`config.mk`:
```
export PLATFORM = sky130hd
export DESIGN_NAME = instr_fetch_seq
export DESIGN_NICKNAME = d
export VERILOG_FILES = /design/src/rtl/instr_fetch_seq.sv
export SDC_FILE = /design/constraint.sdc
export NUM_CORES = 1
export LEC_CHECK = 0
export ABC_AREA = 1
export CAP_MARGIN = 25
export CORE_MARGIN = 3
export CORE_UTILIZATION = 42
export DETAILED_ROUTE_END_ITERATION = 8
export PLACE_DENSITY = 0.85
export SYNTH_ARGS = -nofsm -noshare
export SYNTH_HDL_FRONTEND = slang
export SYNTH_SLANG_ARGS = --single-unit
```
`constraint.sdc`:
```
create_clock -name clk -period 3.2 [get_ports clk]
set_input_delay 0.48 -clock clk [delete_from_list [all_inputs] [get_ports clk]]
set_output_delay 0.48 -clock clk [all_outputs]
set_load 0.01 [all_outputs]
```
`src/rtl/instr_fetch_seq.sv`:
```
// Instruction-fetch sequencer: latches the PC into the MAR, strobes incPC once,
// runs a read handshake with instruction memory and loads the instruction register.
module instr_fetch_seq #(
    parameter int ADDR_W  = 9,
    parameter int TIMEOUT = 15
) (
    input  logic              clk,
    input  logic              clr,
    input  logic              start,
    input  logic [31:0]       pc_in,
    output logic              incPC,
    output logic [ADDR_W-1:0] mar_out,
    output logic              mem_read,
    input  logic              mem_ready,
    input  logic [31:0]       mem_data,
    output logic [31:0]       ir_out,
    output logic              ir_valid,
    output logic              busy,
    output logic              fetch_done,
    output logic              fetch_err
);

    // Counter holds TIMEOUT+1 so the comparison below can never alias after a wrap.
    localparam int CNT_W = $clog2(TIMEOUT + 2);

    typedef enum logic [2:0] {
        S_IDLE = 3'd0,
        S_REQ  = 3'd1,
        S_WAIT = 3'd2,
        S_DONE = 3'd3,
        S_ERR  = 3'd4
    } state_t;

    state_t           r_state;
    logic [CNT_W-1:0] r_wait_cnt;
    logic [CNT_W-1:0] w_wait_cnt_inc;
    logic             w_timeout_hit;
    logic             w_unused_pc_hi;

    assign w_wait_cnt_inc = r_wait_cnt + CNT_W'(1);
    assign w_timeout_hit  = (w_wait_cnt_inc == CNT_W'(TIMEOUT));
    assign w_unused_pc_hi = ^pc_in[31:ADDR_W];

    // Fetch FSM; every output is a register loaded with the value for the next state.
    always_ff @(posedge clk) begin
        if (clr) begin
            r_state    <= S_IDLE;
            r_wait_cnt <= {CNT_W{1'b0}};
            mar_out    <= {ADDR_W{1'b0}};
            ir_out     <= 32'h0000_0000;
            incPC      <= 1'b0;
            mem_read   <= 1'b0;
            ir_valid   <= 1'b0;
            busy       <= 1'b0;
            fetch_done <= 1'b0;
            fetch_err  <= 1'b0;
        end else begin
            case (r_state)
                S_IDLE: begin
                    if (start) begin
                        r_state    <= S_REQ;
                        r_wait_cnt <= {CNT_W{1'b0}};
                        mar_out    <= pc_in[ADDR_W-1:0];
                        ir_valid   <= 1'b0;
                        incPC      <= 1'b1;
                        mem_read   <= 1'b1;
                        busy       <= 1'b1;
                    end else begin
                        r_state    <= S_IDLE;
                    end
                end
                S_REQ: begin
                    r_state  <= S_WAIT;
                    incPC    <= 1'b0;
                    mem_read <= 1'b1;
                    busy     <= 1'b1;
                end
                S_WAIT: begin
                    if (mem_ready) begin
                        r_state    <= S_DONE;
                        ir_out     <= mem_data;
                        ir_valid   <= 1'b1;
                        mem_read   <= 1'b0;
                        fetch_done <= 1'b1;
                    end else if (w_timeout_hit) begin
                        r_state    <= S_ERR;
                        r_wait_cnt <= w_wait_cnt_inc;
                        mem_read   <= 1'b0;
                        busy       <= 1'b0;
                        ir_valid   <= 1'b0;
                        fetch_err  <= 1'b1;
                    end else begin
                        r_wait_cnt <= w_wait_cnt_inc;
                    end
                end
                // The DONE exit edge doubles as the acceptance point for the next
                // request, which is what makes a 3-cycle back-to-back fetch period.
                S_DONE: begin
                    fetch_done <= 1'b0;
                    if (start) begin
                        r_state    <= S_REQ;
                        r_wait_cnt <= {CNT_W{1'b0}};
                        mar_out    <= pc_in[ADDR_W-1:0];
                        ir_valid   <= 1'b0;
                        incPC      <= 1'b1;
                        mem_read   <= 1'b1;
                        busy       <= 1'b1;
                    end else begin
                        r_state    <= S_IDLE;
                        busy       <= 1'b0;
                    end
                end
                S_ERR: begin
                    r_state    <= S_ERR;
                    incPC      <= 1'b0;
                    mem_read   <= 1'b0;
                    busy       <= 1'b0;
                    ir_valid   <= 1'b0;
                    fetch_done <= 1'b0;
                    fetch_err  <= 1'b1;
                end
                default: begin
                    r_state    <= S_IDLE;
                    r_wait_cnt <= {CNT_W{1'b0}};
                    incPC      <= 1'b0;
                    mem_read   <= 1'b0;
                    ir_valid   <= 1'b0;
                    busy       <= 1'b0;
                    fetch_done <= 1'b0;
                    fetch_err  <= 1'b0;
                end
            endcase
        end
    end

endmodule
```
Fig. 1: run 1, wire density map
16 x 16 tiles, from dark blue (low) to red (high), scaled to the fullest tile. Values are wire area over tile area, all layers added.
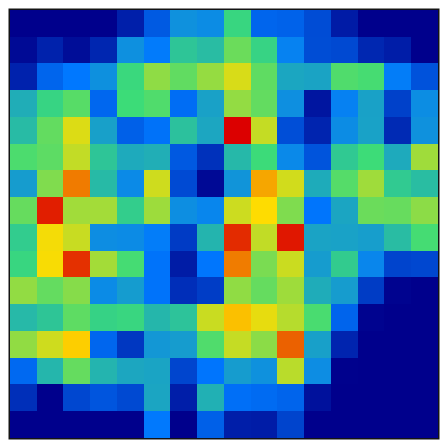
nearly empty tiles = 14%
fullest tile = 0.43
emptiest ninth of the die = lower right
total number of vias: 2137
Total Wirelength: 5.45 mm

Fig. 2: run 1, sequential cells grouped by signal name
Scale bar: 20 µm.
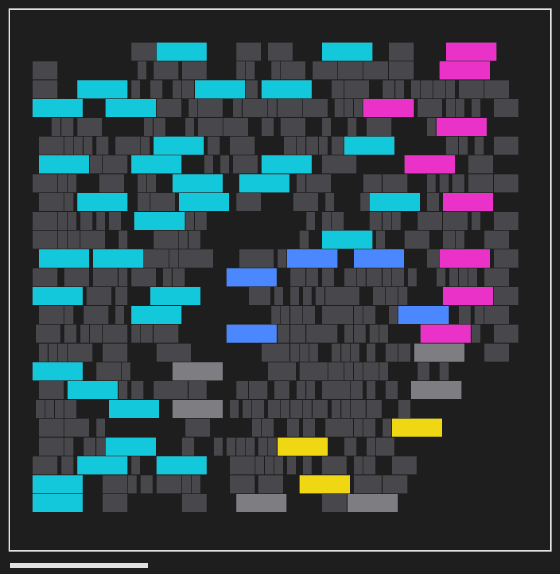
`mar_out` -> magenta  # flops 9
`r_state` -> yellow  # flops 3
`ir_out` -> cyan  # flops 32
`r_wait_cnt` -> blue  # flops 5, where center
not colored = 6
Flop+latch power: 781 µW
proportion of cell area occupied by registers: 34.1%
share of the core filled with cells in the final layout: 66.2%
Storage cell area: 1100 µm²

Fig. 3: run 1, sizing map
Scale bar: 20 µm.
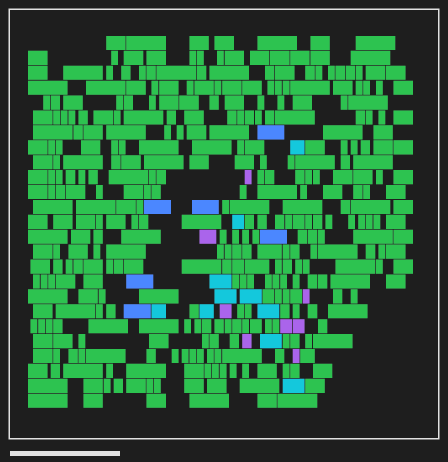
_6 and larger -> blue  # cells 6, share 1.6%
_3 and _4 cells -> cyan  # cells 10, share 2.6%
_0 and _1 cells -> green  # cells 357, share 94%
_2 cells -> purple  # cells 8, share 2.1%
Signal buffers: 94
min setup slack post-route: 1.33 ns
layout overhead on the synthesized area: 47.9%
post-route cell area: 3230 µm²

==> CHANGELOG.md, run 1 <==
### Physical design

- Reg-to-reg endpoint: ir_out[13]
- Seq share, synth: 50.4%
- Synthesis warning total: 0
- Run status: completed
- Hold path start: fetch_err
- Most heavily used metal layer in global routing: met2
- Power per cell area: 476 nW/µm²
- Met2 Track Usage GR: 29.7%
- Flip-flops: 55
- Setup TNS: 0 ns
- Max power group: sequential cells
- Remaining global-route overflow: 0
- Comb pwr share: 24.4%
- Nets in the synthesized netlist: 363
- CP max stage cell: sky130_fd_sc_hd__clkdlybuf4s50_1
- Clk latency late pin: 0.30 ns
- Drc violations: 0
- Layout inverter count without the clock tree: 22
- Clk slew on worst S/H paths: 0.09 ns
- Setup slack on the worst flop-to-flop path: 1.46 ns
- Setup repair after global routing missed its margin: false
- Critical Path Fanout Max: 19
- Cell with the most instances on the worst path: sky130_fd_sc_hd__nor2_1
- Multi-input combinational cell area: 937 µm²
- Non-clock buffering overhead in the final layout: 28.9%
- Dominant cell type by area after synthesis: sky130_fd_sc_hd__dfxtp_1
- Multi-input combinational area share: 29.0%
- Top Metal Used: met4
- Root buffer selected by CTS: sky130_fd_sc_hd__clkbuf_8
- Crit. Startpoint: mem_ready
- Global-route met1 utilization: 22.0%
- Post-route antenna net violation count: 0
- Core box area: 4880 µm²
- Simple-Gate Fraction of Synth Area: 27.7%
- Num CTS Buffers: 5
- Global routing met3 resource utilization: 6.08%
- Routed length on met1: 2.35 mm
- Tightest Hold Check Type: reg -> reg
- Tap Count: 67
- Number of standard cells reported by yosys: 293
- Largest net degree at the start of global routing: 40
- Critical Path Sink Type: flop
- Peak clock frequency supported by timing: 535 MHz
- Drt first-iter violations: 99
- Data required time at the worst endpoint: 3.39 ns
- Power of the clock network: 382 µW
- Met3 routed wirelength: 462 µm
- Largest logic family: simple AND/OR/NAND/NOR gates
- Count of buffers from port buffering: 91
- Registers, synthesis: 55
run 1: worst register-to-register path: stages, from the launching register on:
cell and delay [ns]:
sky130_fd_sc_hd__dfxtp_1 0.39, sky130_fd_sc_hd__inv_2 0.07, sky130_fd_sc_hd__nor2_4 0.11, sky130_fd_sc_hd__nand2_4 0.08, sky130_fd_sc_hd__nor2_4 0.29, sky130_fd_sc_hd__inv_2 0.22
sky130_fd_sc_hd__buf_4 0.26, sky130_fd_sc_hd__nor2_1 0.15, sky130_fd_sc_hd__nor2_1 0.07
run 1: state kept, by name, summed over array words and instances (netlist names):
name	flops
r_wait_cnt	5
busy	1
fetch_done	1
ir_valid	1
mar_out	9
incPC	1
mem_read	1
ir_out	32
r_state	3
fetch_err	1
run 1: cell usage after synthesis:
| cell | number |
|---|---|
| sky130_fd_sc_hd__a21oi_1 | 10 |
| sky130_fd_sc_hd__a21oi_2 | 1 |
| sky130_fd_sc_hd__a31oi_1 | 1 |
| sky130_fd_sc_hd__buf_2 | 8 |
| sky130_fd_sc_hd__clkbuf_1 | 4 |
| sky130_fd_sc_hd__clkbuf_2 | 1 |
| sky130_fd_sc_hd__clkinv_1 | 1 |
| sky130_fd_sc_hd__dfxtp_1 | 55 |
| sky130_fd_sc_hd__ha_1 | 2 |
| sky130_fd_sc_hd__inv_1 | 17 |
| sky130_fd_sc_hd__inv_2 | 3 |
| sky130_fd_sc_hd__inv_4 | 1 |
| sky130_fd_sc_hd__nand2_1 | 23 |
| sky130_fd_sc_hd__nand2_2 | 2 |
| sky130_fd_sc_hd__nand2_4 | 3 |
| sky130_fd_sc_hd__nand3_1 | 8 |
| sky130_fd_sc_hd__nand4_1 | 4 |
| sky130_fd_sc_hd__nor2_1 | 95 |
| sky130_fd_sc_hd__nor2_2 | 1 |
| sky130_fd_sc_hd__nor2_4 | 3 |
| sky130_fd_sc_hd__nor3_1 | 2 |
| sky130_fd_sc_hd__o211ai_1 | 1 |
| sky130_fd_sc_hd__o21ai_0 | 46 |
| sky130_fd_sc_hd__o21ai_1 | 1 |
run 1: cells in the final DEF, fill, tap and decap left out:
cell	count
sky130_fd_sc_hd__inv_1	17
sky130_fd_sc_hd__clkinv_2	1
sky130_fd_sc_hd__nand4_1	4
sky130_fd_sc_hd__nand3_1	8
sky130_fd_sc_hd__nor2_4	3
sky130_fd_sc_hd__clkinv_1	1
sky130_fd_sc_hd__o211ai_1	1
sky130_fd_sc_hd__a21oi_1	10
sky130_fd_sc_hd__nor2_1	95
sky130_fd_sc_hd__nor3_1	2
sky130_fd_sc_hd__buf_4	3
sky130_fd_sc_hd__a21oi_2	1
sky130_fd_sc_hd__o21ai_0	46
sky130_fd_sc_hd__inv_2	3
sky130_fd_sc_hd__clkdlybuf4s50_1	91
sky130_fd_sc_hd__ha_1	2
sky130_fd_sc_hd__nor2_2	1
sky130_fd_sc_hd__inv_4	1
sky130_fd_sc_hd__dfxtp_1	55
sky130_fd_sc_hd__o21ai_1	1
sky130_fd_sc_hd__nand2_4	3
sky130_fd_sc_hd__a31oi_1	1
sky130_fd_sc_hd__clkbuf_8	6
sky130_fd_sc_hd__nand2_1	23
sky130_fd_sc_hd__nand2_2	2
Fig. 4: run 1, cell placement
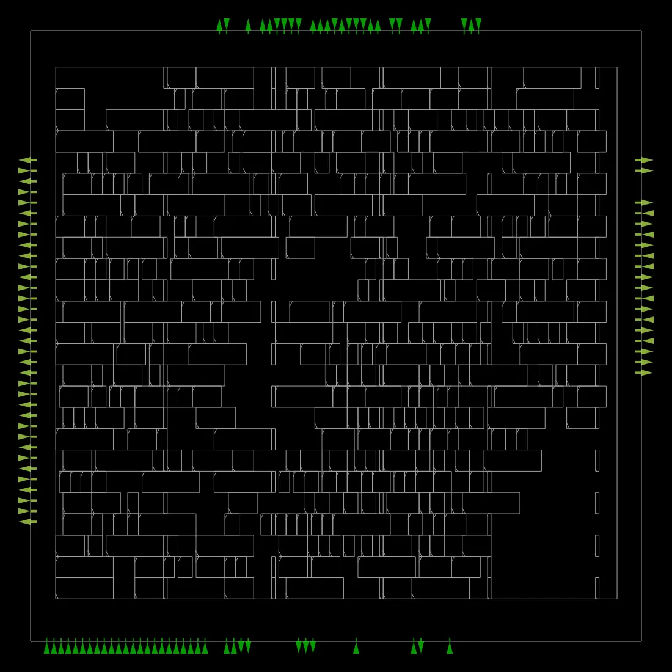

==> run 2: changes to the inputs <==
- CORE_UTILIZATION: 42 -> 39
- PLACE_DENSITY: 0.85 -> 0.8
- clock period: 3.2 -> 1.8 ns (I/O delays scaled with it)
Fig. 5: run 2, cell placement
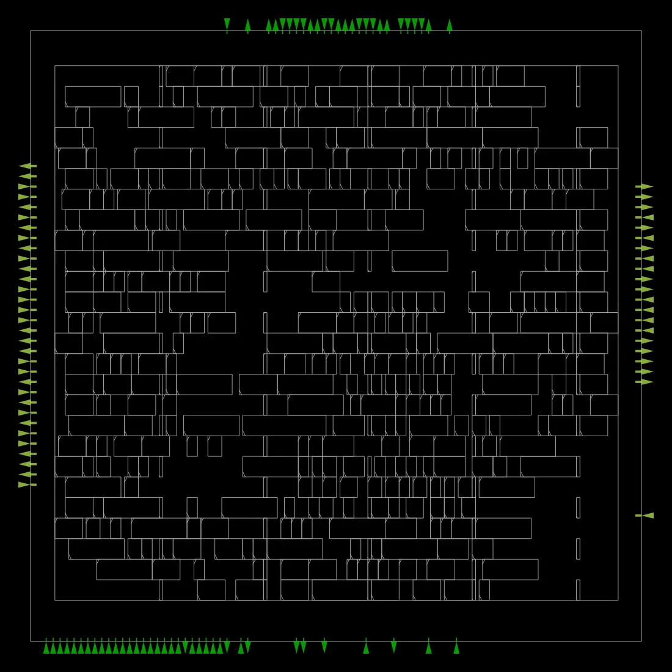
final std cells w/o fill: 456
core box area: 5270 µm²
row count: 26
share of the core filled with cells in the final layout: 62.8%

==> CHANGELOG.md, run 2 <==
### Physical design

- Run status: completed
- Number of synthesized flops with an enable pin: 0 (unchanged)
- Simple-Gate Fraction of Synth Area: 27.7% (unchanged)
- Top reg by flops: ir_out
- Number of cells produced by synthesis: 293
- Storage cell area: 1100 µm² (unchanged)
- Multi-input combinational cell area: 937 µm² (unchanged)
- Critical Path Sink Type: flop
- Most used standard cells in the synthesized netlist: 95 x sky130_fd_sc_hd__nor2_1, 55 x sky130_fd_sc_hd__dfxtp_1, 46 x sky130_fd_sc_hd__o21ai_0
- Reported max-cap violation count: 0
- Complex-gate fraction of the synthesized area: 14.1%
- Seq share, synth: 50.4% (unchanged)
- Post-route cell area: 3310 µm² (+2.6%)
- Predominant post-synthesis flop cell: sky130_fd_sc_hd__dfxtp_1
- Total of fill cells in the finished design: 490
- Gp weighted congestion: 0.855
- Per-cell via count in the routed design: 4.73
- Most frequent cell after synthesis: sky130_fd_sc_hd__nor2_1
- Wire length of the first global-routing pass: 9.32 mm
- H-tree levels: 2
- Top library cells by usage in the layout, fill and taps aside: 95 x sky130_fd_sc_hd__nor2_1, 91 x sky130_fd_sc_hd__clkdlybuf4s50_1, 55 x sky130_fd_sc_hd__dfxtp_1, 46 x sky130_fd_sc_hd__o21ai_0, 23 x sky130_fd_sc_hd__nand2_1
- Largest logic family: simple AND/OR/NAND/NOR gates
- Setup slack on the worst flop-to-flop path: 0.27 ns (-1.19 ns)
- Power per cell area: 877 nW/µm² (+84%)
- Count of buffers from port buffering: 91 (unchanged)
- Setup repair after global routing missed its margin: false
- Drc violations: 0 (unchanged)
- Num CTS Buffers: 5 (unchanged)
- Ys async rst share: 0% (unchanged)
- Final setup viols: 0
- Drt first-iter violations: 123 (+24%)
- Top area contributor share: 50.4%
- Critical Path Fanout Max: 6 (-13)
- Synthesized area per cell: 7.45 µm²
- # diodes: 0
- Registers, synthesis: 55 (unchanged)
- Max reg flops: 32 (unchanged)
- Initial antenna violation count: 0
- Synthesis warning total: 0 (unchanged)
- Tightest Hold Check Type: reg -> reg
- Arrival time of the worst setup path: 1.78 ns
- Total number of vias: 2157 (+0.94%)
- Total Wirelength: 5.62 mm (+3.2%)
- Clk latency late pin: 0.31 ns (about the same)
- Dominant cell type by area after synthesis: sky130_fd_sc_hd__dfxtp_1
- Largest registers: ir_out x32, mar_out x9, r_wait_cnt x5
- Nets in the synthesized netlist: 363 (unchanged)
- Layout overhead on the synthesized area: 51.6%
- Clk slew on worst S/H paths: 0.09 ns (about the same)
- Peak clock frequency supported by timing: 652 MHz
- Cell area leaders: sky130_fd_sc_hd__dfxtp_1 50%, sky130_fd_sc_hd__nor2_1 16%, sky130_fd_sc_hd__o21ai_0 11%
- Setup TNS: 0 ns (unchanged)
- Max Clock Skew: 0.0123 ns
- Remaining global-route overflow: 0 (unchanged)
- End of the critical path: ir_valid
- Distinct cells, synth: 24
- Largest net degree at the start of global routing: 48 (+20%)
- Post-route antenna net violation count: 0 (unchanged)
- Data required time at the worst endpoint: 2.05 ns (-1.34 ns)
- Overall chip area: 6530 µm²
- Root buffer selected by CTS: sky130_fd_sc_hd__clkbuf_8
- Gates resized, CTS repair: 0
- Reg-to-reg endpoint: ir_valid
- Cell leakage power: 1.39 nW
- Crit. Startpoint: r_wait_cnt[1]
- Number of buffers on the longest clock path: 2
- Die outline height: 80.8 µm
- Number of standard cells reported by yosys: 293 (unchanged)
- Most used logic cell in the final layout: sky130_fd_sc_hd__nor2_1
## run 2: cell counts after synthesis
No cell type changed its count.
## run 2: per-stage QoR
step	hold WS (ns)	total power, mW	utilization (%)	setup slack [ns]	instances
6_report	0.461	2.90	62.8	0.267	456
5_1_grt	0.513	3.08	62.8	0.0396	456
4_1_cts	0.461	2.93	62.8	0.263	456
3_5_place_dp	0.447	2.11	60.7	0.192	448
3_3_place_gp	0.445	2.09	60.7	0.208	448
2_1_floorplan	0.405	1.75	-	0.496	293
## run 2: power breakdown
part	leakage (nW)	switching [mW]	internal (mW)
registers	0.449	0.0645	1.33
logic	0.887	0.333	0.359
clock network	0.0558	0.401	0.421
total	1.39	0.798	2.10
## run 2: worst min path at each step
stage,endpoint,startpoint,slack (ns),cells past startpoint
global route,incPC,incPC,0.51,2
detailed placement,fetch_err,fetch_err,0.45,2
global placement,fetch_err,fetch_err,0.44,2
CTS,fetch_err,fetch_err,0.46,2
floorplan,ir_out[22],mem_data[22],0.40,2
finish,fetch_err,fetch_err,0.46,2
## run 2: layout make-up
cell class	instances	share of cell area (%)
repair buffers	98	29.9
clock buffers	6	2.19
multi-input cells	203	28.3
flip-flops and latches	55	33.3
well taps	70	2.65
inverters	22	2.57
clock inverters	2	1.17
## run 2: kinds of logic after synthesis
kind of cell | count (synthesis)
fa+ha+maj | 2
compound gates | 60
buf+inv | 35
flops | 55
simple gates | 141
## run 2: layer usage
metal / GRT usage, % / part of all wire, % / up-vias
met1: 22.2 / 43 / 960
li1: - / - / 1120
met4: 4.05 / 0.59 / 0
met2: 29.2 / 48 / 73
met5: 0 / 0 / -
met3: 6.43 / 8.9 / 4
## run 2: worst max-delay path, cell delays in order, from the launching register on
cell	delay [ns]
sky130_fd_sc_hd__dfxtp_1	0.41
sky130_fd_sc_hd__ha_1	0.24
sky130_fd_sc_hd__nand3_1	0.09
sky130_fd_sc_hd__nand2_1	0.07
sky130_fd_sc_hd__nand2_1	0.08
sky130_fd_sc_hd__nor2_1	0.11
sky130_fd_sc_hd__nand2_1	0.06
sky130_fd_sc_hd__nand2_1	0.14
sky130_fd_sc_hd__nand3_1	0.09
sky130_fd_sc_hd__nand2_1	0.06
sky130_fd_sc_hd__inv_1	0.03
sky130_fd_sc_hd__nor2_1	0.07
==> run 3: changes to the inputs <==
--- a/config.mk
+++ b/config.mk
@@ -9,4 +9,4 @@
 export CAP_MARGIN = 25
-export CORE_MARGIN = 3
 export CORE_UTILIZATION = 39
+export CTS_BUF_LIST = sky130_fd_sc_hd__clkbuf_4 sky130_fd_sc_hd__clkbuf_8 sky130_fd_sc_hd__clkbuf_16
 export DETAILED_ROUTE_END_ITERATION = 8
--- a/constraint.sdc
+++ b/constraint.sdc
@@ -3,2 +3,2 @@
 set_output_delay 0.27 -clock clk [all_outputs]
-set_load 0.01 [all_outputs]
+set_load 0.05 [all_outputs]
Fig. 6: run 3, sequential cells grouped by signal name
Scale bar: 20 µm.
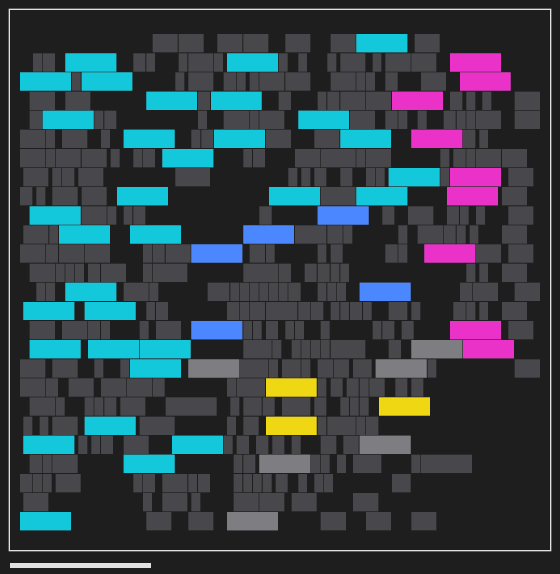
`ir_out` -> cyan  # flops 32
`r_state` -> yellow  # flops 3
`r_wait_cnt` -> blue  # flops 5, where center
`mar_out` -> magenta  # flops 9
share of the core filled with cells in the final layout: 62.8%
proportion of cell area occupied by registers: 33.5%
Flop+latch power: 1.39 mW

==> CHANGELOG.md, run 3 <==
### Physical design

- Run status: completed
- Worst path top cell family by delay: buffers and inverters
- Worst Hold Path EP: fetch_err
- Setup repair after global routing missed its margin: false
- Final-report hold violation count: 0
- Data required time at the worst endpoint: 1.53 ns (-0.52 ns)
- Top area contributor share: 50.4% (unchanged)
- Layout overhead on the synthesized area: 50.6%
- Cell leakage power: 1.38 nW (-1.1%)
- Number of buffers on the longest clock path: 2 (unchanged)
- Switching fraction of total power: 34.1% (+6.6 points)
- Predominant post-synthesis flop cell: sky130_fd_sc_hd__dfxtp_1
- Remaining global-route overflow: 0 (unchanged)
- H-tree levels: 2 (unchanged)
- Tightest Pin Transition: 0.519 ns
- Total internal power: 2.03 mW (-3.7%)
- Num CTS Buffers: 5 (unchanged)
- Distinct cells, synth: 24 (unchanged)
- Max Clock Skew: 0.00427 ns (-0.00803 ns)
- Critical Path Fanout Max: 2 (-4)
- Synthesized area per cell: 7.45 µm² (unchanged)
- Arrival time of the worst setup path: 1.48 ns (-0.30 ns)
- Reg-to-reg endpoint: ir_valid
- Top library cells by usage in the layout, fill and taps aside: 95 x sky130_fd_sc_hd__nor2_1, 91 x sky130_fd_sc_hd__clkdlybuf4s50_1, 55 x sky130_fd_sc_hd__dfxtp_1, 46 x sky130_fd_sc_hd__o21ai_0, 23 x sky130_fd_sc_hd__nand2_1
- Most used logic cell in the final layout: sky130_fd_sc_hd__nor2_1
- Number of cells traversed by the worst register-to-register path: 11
- Hold path start: fetch_err
- Synthesis warning total: 0 (unchanged)
- Largest registers: ir_out x32, mar_out x9, r_wait_cnt x5
- Largest net degree at the start of global routing: 48 (unchanged)
- Critical Path Sink Type: primary output
- CP max stage cell: sky130_fd_sc_hd__clkdlybuf4s50_1
- Cells along the critical path: clkdlybuf4s50_1
- Post-route antenna net violation count: 0 (unchanged)
- Dominant cell type by area after synthesis: sky130_fd_sc_hd__dfxtp_1
- Row count: 26 (unchanged)
- Setup WS pre-CTS: 0.115 ns (-0.0767 ns)
- Peak clock frequency supported by timing: 571 MHz (-12%)
- Min setup slack post-route: 0.0500 ns (-0.217 ns)
- Wire length of the first global-routing pass: 9.36 mm (+0.38%)
- Post-route cell area: 3290 µm² (-0.68%)
- Most frequent cell after synthesis: sky130_fd_sc_hd__nor2_1
- Final worst hold slack: 0.459 ns (-0.00174 ns)
- Count of buffers from port buffering: 91 (unchanged)
- Nets in the synthesized netlist: 363 (unchanged)
- Reported max-cap violation count: 0 (unchanged)
- Die outline height: 76.8 µm (-4.9%)
- Most used standard cells in the synthesized netlist: 95 x sky130_fd_sc_hd__nor2_1, 55 x sky130_fd_sc_hd__dfxtp_1, 46 x sky130_fd_sc_hd__o21ai_0
- Setup slack on the worst flop-to-flop path: 0.28 ns (about the same)
- Clock tree from TritonCTS: done
- Seq share, synth: 50.4% (unchanged)
- # diodes: 0 (unchanged)
- Overall chip area: 5900 µm² (-9.7%)
- Gates resized, CTS repair: 0 (unchanged)
- Number of synthesized flops with an enable pin: 0 (unchanged)
- Fraction of power consumed by sequential logic: 45.2% (-2.7 points)
- Portion of total power attributed to the clock network: 23.9% (-4.4 points)
- Buffers plus inverters on the worst setup path: 1 (unchanged)
- Core box area: 5240 µm² (-0.62%)
- Top reg by flops: ir_out
- Final setup viols: 0 (unchanged)
- Setup TNS: 0 ns (unchanged)
- Total Wirelength: 5.26 mm (-6.5%)
- Nets: 453
- Root buffer selected by CTS: sky130_fd_sc_hd__clkbuf_8
- Initial antenna violation count: 0 (unchanged)
- Registers, synthesis: 55 (unchanged)
- Total number of vias: 2124 (-1.5%)
- Number of instances on the worst hold path: 2 (unchanged)
- Ys async rst share: 0% (unchanged)
- Overall power of the completed layout: 3.07 mW (+5.9%)
- Per-cell via count in the routed design: 4.68 (-1.1%)
- Max reg flops: 32 (unchanged)
- Number of standard cells reported by yosys: 293 (unchanged)
- Drc violations: 0 (unchanged)
- Power per cell area: 935 nW/µm² (+6.6%)
- Switching power total: 1.05 mW (+31%)
- Comb pwr share: 30.9% (+7.1 points)
- Clk slew on worst S/H paths: 0.09 ns (about the same)
- Gp weighted congestion: 0.857 (+0.28%)
- Final std cells w/o fill: 454 (-0.44%)
- Fin. max-slew vios: 0
- Slowest stage delay, CP: 0.81 ns (+0.40 ns)
- Horizontal die size: 76.8 µm
- Tightest Hold Check Type: reg -> reg
- Cell area leaders: sky130_fd_sc_hd__dfxtp_1 50%, sky130_fd_sc_hd__nor2_1 16%, sky130_fd_sc_hd__o21ai_0 11%
- Drt first-iter violations: 86 (-30%)
- Clk latency late pin: 0.30 ns (about the same)
- Placed instance count: 446 (-0.45%)
run 3: kinds of logic (layout without fill, tap and decap cells):
kind of cell,count (synthesis),after routing,share of synthesized area [%]
flops,55,55,50.4
buf+inv,35,126,6.65
fa+ha+maj,2,2,1.15
simple gates,141,141,27.7
compound gates,60,60,14.1
run 3: worst max path at each step:
stage / from / end / slack [ns] / cells past startpoint
after global routing: ir_out[16] / ir_out[16] / 0.0005 / 1
after floorplan: r_wait_cnt[1] / ir_valid / 0.49 / 11
final: fetch_done / fetch_done / 0.05 / 1
after global placement: mem_ready / r_wait_cnt[0] / 0.16 / 9
after detailed placement: mem_ready / r_wait_cnt[4] / 0.12 / 9
after CTS: fetch_done / fetch_done / 0.05 / 1
run 3: final cells by class:
| cell class | instances | area, µm² |
|---|---|---|
| clock buffer | 7 | 96.3 |
| clock inverter | 1 | 7.51 |
| fill | 461 | 1950 |
| inverter | 22 | 85.1 |
| multi-input combinational | 203 | 937 |
| sequential | 55 | 1100 |
| tap | 70 | 87.6 |
| timing repair buffer | 96 | 973 |
run 3: routing by layer:
metal	part of all wire [%]	global-route usage [%]	vias to the layer above
li1	-	-	1107
met1	45	22.7	941
met2	47	33.3	70
met3	7.3	6.55	6
met4	0.99	6.54	0
met5	0	0	-
run 3: power by group through the flow:
stage	sequential [mW]	combinational (mW)	clock (mW)
after CTS	1.39	0.955	0.765
after global placement	1.41	0.943	0
after global routing	1.41	1.02	0.808
final	1.39	0.949	0.736
after detailed placement	1.42	0.951	0
after floorplan	1.72	0.294	0
Power is estimated from default activity; no workload was simulated.
